<file path="config.mk">
export PLATFORM = sky130hd
export DESIGN_NAME = window_7x7_gen
export DESIGN_NICKNAME = d
export VERILOG_FILES = /design/src/rtl/window_7x7_gen.sv
export SDC_FILE = /design/constraint.sdc
export NUM_CORES = 2
export LEC_CHECK = 0
export CELL_PAD_IN_SITES_DETAIL_PLACEMENT = 0
export CELL_PAD_IN_SITES_GLOBAL_PLACEMENT = 1
export CORE_MARGIN = 10
export CORE_UTILIZATION = 55
export DETAILED_ROUTE_END_ITERATION = 7
export DONT_BUFFER_PORTS = 1
export PLACE_DENSITY_LB_ADDON = 0.3
export SYNTH_ARGS = -nofsm -noshare
export SYNTH_HDL_FRONTEND = slang
export SYNTH_SLANG_ARGS = --single-unit
</file>
<file path="constraint.sdc">
create_clock -name clk -period 11.72 [get_ports clk]
set_input_delay 2.93 -clock clk [delete_from_list [all_inputs] [get_ports clk]]
set_output_delay 2.93 -clock clk [all_outputs]
set_load 0.02 [all_outputs]
</file>
<file path="src/rtl/window_7x7_gen.sv">
// rtl/window_7x7_gen.sv - 7x7 raster sliding-window generator with six line buffers
// Optional macro WINDOW_COORD_EN adds win_row/win_col centre-pixel coordinate outputs.
module window_7x7_gen #(
  parameter int IMG_WIDTH  = 64,
  parameter int IMG_HEIGHT = 64
) (
  input  logic         clk,
  input  logic         rst,
  input  logic [7:0]   pix_in,
  input  logic         pix_valid,
  input  logic         frame_start,
  output logic [391:0] window_out,
  output logic         window_valid,
  output logic         frame_done
`ifdef WINDOW_COORD_EN
  ,
  output logic [15:0]  win_row,
  output logic [15:0]  win_col
`endif
);

  localparam int CW = $clog2(IMG_WIDTH);
  localparam int RW = $clog2(IMG_HEIGHT);

  logic [CW-1:0] col, eff_col;
  logic [RW-1:0] row, eff_row;
  logic          last_col, last_row, win_hit;

  logic [7:0] line_buf [6][IMG_WIDTH];
  logic [7:0] win      [7][7];
  logic [7:0] new_col  [7];

  // frame_start overrides the counters so the qualifying pixel lands at (0,0)
  always_comb begin
    eff_col  = frame_start ? '0 : col;
    eff_row  = frame_start ? '0 : row;
    last_col = (eff_col == CW'(IMG_WIDTH - 1));
    last_row = (eff_row == RW'(IMG_HEIGHT - 1));
    win_hit  = (eff_row >= RW'(6)) && (eff_col >= CW'(6));
    new_col[6] = pix_in;
    for (int k = 0; k < 6; k++) begin
      new_col[5-k] = line_buf[k][eff_col];
    end
  end

  // Line buffers are never reset; window_valid gating hides stale contents
  always_ff @(posedge clk) begin
    if (!rst && pix_valid) begin
      line_buf[0][eff_col] <= pix_in;
      for (int k = 1; k < 6; k++) begin
        line_buf[k][eff_col] <= line_buf[k-1][eff_col];
      end
    end
  end

  always_ff @(posedge clk) begin
    if (rst) begin
      col          <= '0;
      row          <= '0;
      window_valid <= 1'b0;
      frame_done   <= 1'b0;
      for (int i = 0; i < 7; i++) begin
        for (int j = 0; j < 7; j++) begin
          win[i][j] <= '0;
        end
      end
    end else begin
      window_valid <= 1'b0;
      frame_done   <= 1'b0;
      if (pix_valid) begin
        for (int i = 0; i < 7; i++) begin
          for (int j = 0; j < 6; j++) begin
            win[i][j] <= win[i][j+1];
          end
          win[i][6] <= new_col[i];
        end
        window_valid <= win_hit;
        frame_done   <= last_col && last_row;
        if (last_col) begin
          col <= '0;
          row <= last_row ? '0 : eff_row + RW'(1);
        end else begin
          col <= eff_col + CW'(1);
          row <= eff_row;
        end
      end
    end
  end

`ifdef WINDOW_COORD_EN
  // Centre of the window is three rows up and three columns left of the newest pixel
  always_ff @(posedge clk) begin
    if (rst) begin
      win_row <= '0;
      win_col <= '0;
    end else if (pix_valid && win_hit) begin
      win_row <= 16'(eff_row) - 16'd3;
      win_col <= 16'(eff_col) - 16'd3;
    end
  end
`endif

  for (genvar gi = 0; gi < 7; gi++) begin : g_row
    for (genvar gj = 0; gj < 7; gj++) begin : g_col
      assign window_out[391 - 8*(7*gi + gj) -: 8] = win[gi][gj];
    end
  end

endmodule

</file>
==> images/flops_by_reg.png <==
Drawn at 1 px/µm.
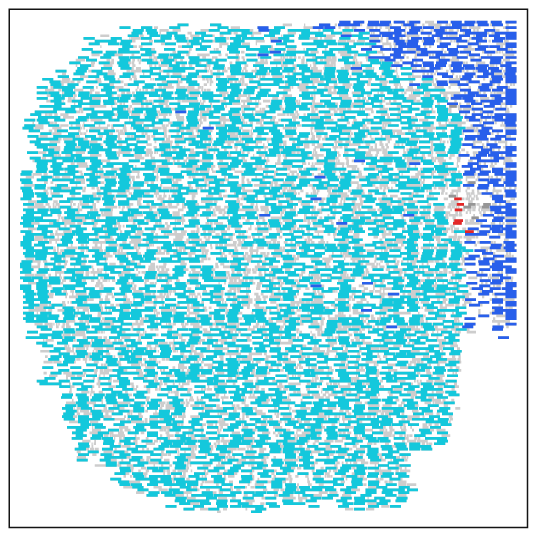
| name in the netlist | colour | placed flops |
|---|---|---|
| col | red | 6 |
| line_buf | cyan | 3072 |
| win | blue | 392 |
not coloured: 8
fraction of area in registers: 69.0%
sequential cell power: 0.0142 W

==> images/detail.png <==
Region (375, 375) to (400, 400) µm. Cells in grey, sequential cells in the stronger grey; small squares are vias.
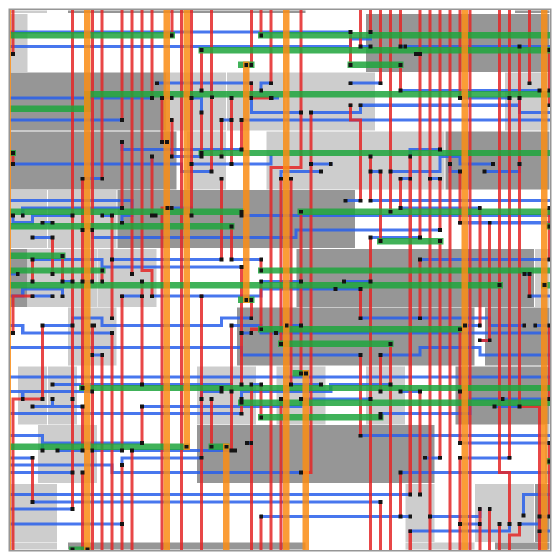
| layer | colour |
|---|---|
| metal 2 | red |
| metal 1 | blue |
| metal 4 | orange |
| metal 3 | green |
most frequent: edfxtp_1 (7), a22oi_1 (3), o21ai_0 (3)
cells with their middle in the window: 27
netlist names of flops here include: line_buf (7)
sequential cells in the window: 7

==> images/congestion.png <==
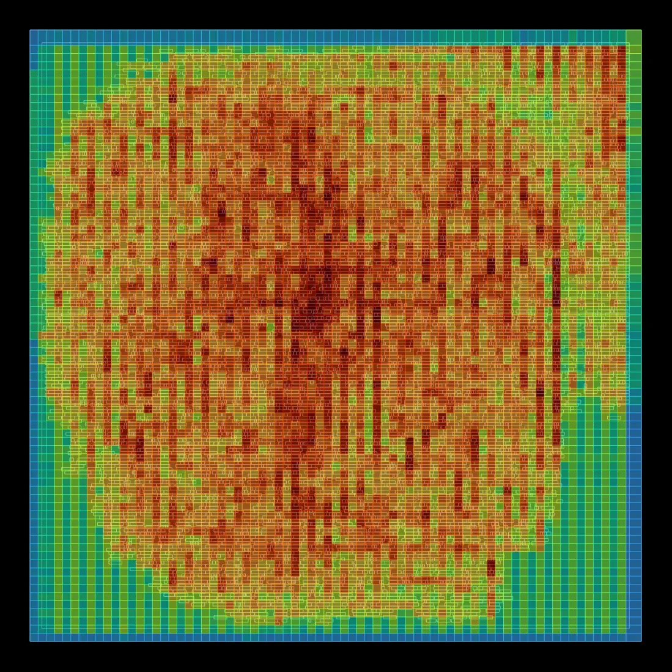
final core utilization: 61.6%
grt met1 use: 43.8%

==> images/layer_met1.png <==
Drawn at 1 px/µm.
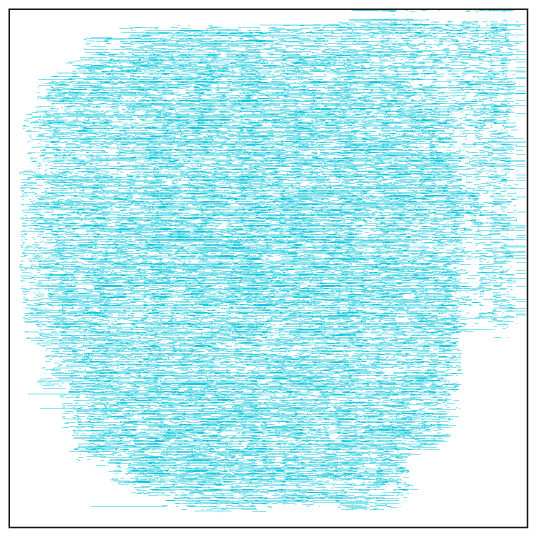
main direction: horizontal
nets with wire on the layer: 7611
share of all routed wire: 34%
wire length on this layer: 157 mm
longest straight run: 130 µm
via count: 81300
total wire length: 459000 µm

==> run summary <==
Final Hold Vio Count: 0
vias in the first global route: 76300
met2 Usage GRT: 50.2%
P_comb: 0.00115 W
first-pass GRT wire length: 623000 µm
Area Overhead vs Synth: 11.5%
fmax: 144 MHz
Commonest flop: edfxtp_1
tool warnings: 46
Pwr top: sequential cells
clk sink count: 3478
Slew HR: 9.22%
Post-synth top cells: edfxtp_1 (3464), and2_1 (391), o21ai_0 (374)
Buf/Inv on CP: 1
highest metal used: met5
RSZ-0062 raised after global routing: no
Resize count post-CTS: 0
Area leader share: 76.7%
final slew viol count: 0
dpl hpwl: 255000 µm
Top Layout Cells: edfxtp_1 (3464), and2_1 (390), o21ai_0 (374)
final cycle utilization of the critical path: 59.5%
cells on worst reg2reg path: 10
Routed Antenna Nets: 0
hold path depth: 2
worst r2r src: col[2]
iteration count of the initial detailed-routing pass: 7
PortBufs: 0
sequential element share of the synthesized area: 76.9%
skew final: 0.101 ns
met2 wire length: 206000 µm
final setup fails: 0
Yosys reg bits: 3478
HP Start: row[0]
DRC Markers: 0
met1 wire length: 157000 µm
met3 routed WL: 67800 µm
measured slew at the worst slew-check pin: 1.36 ns
CTS buffer count: 362
initial antenna violation count: 40
worst setup path class: input pin to flip-flop
Die W: 517 µm
Critical Path Max Stage Delay: 1.10 ns
mean routed wirelength per cell: 40.4 µm
CTS H-tree lvls: 5
cell count in the Yosys report: 7769
status: finished clean
Syn. warnings: 0
Setup Total Neg Slack: 0 ns
minimum clock period: 6.97 ns
peak supply drop: 0.172 mV
Top Usage Layer GRT: met2
clock transition at the registers of the reported paths: 0.06 ns
Clk. pwr: 0.0111 W
crit path max-delay cell type: nor2_4
Lkg Pwr: 47.6 nW
Core Util at FP: 55.2%
Worst R2R Setup Slack: 5.64 ns
CTS Hold Buffers Added: 0
die area: 267000 µm²
fraction of layout cells with a size suffix above 1: 16.4%
CP Launch Type: input pin
vias per cell: 7.15
mapped cell area: 136000 µm²
max-cap violations: 0
sequential power share: 53.7%
Final WS setup: 4.75 ns
remaining global-route overflow: 0
CP Max Fanout: 426
Switching Share: 21.9%
CTS tree: built
layout make-up:
class | instances | area (µm²)
fill | 17200 | 94400
tap | 3220 | 4030
clock inverter | 201 | 1750
antenna | 34 | 85.1
multi-input combinational | 3717 | 29400
inverter | 15 | 68.8
clock buffer | 437 | 9480
sequential | 3478 | 104000
timing repair buffer | 257 | 2130
tightest hold or removal path: cells and delay by family, from the launching register on:
kind / cells / cell delay (ns)
and+or+nand+nor: 1 / 0.06
AOI/OAI and AO/OA: 1 / 0.05
DFF: 1 / 0.31
sequential cells by signal, summed over array words and instances (netlist names):
signal / flops
col: 6
win: 392
row: 6
frame_done: 1
line_buf: 3072
window_valid: 1
Power and IR drop assume default switching activity.
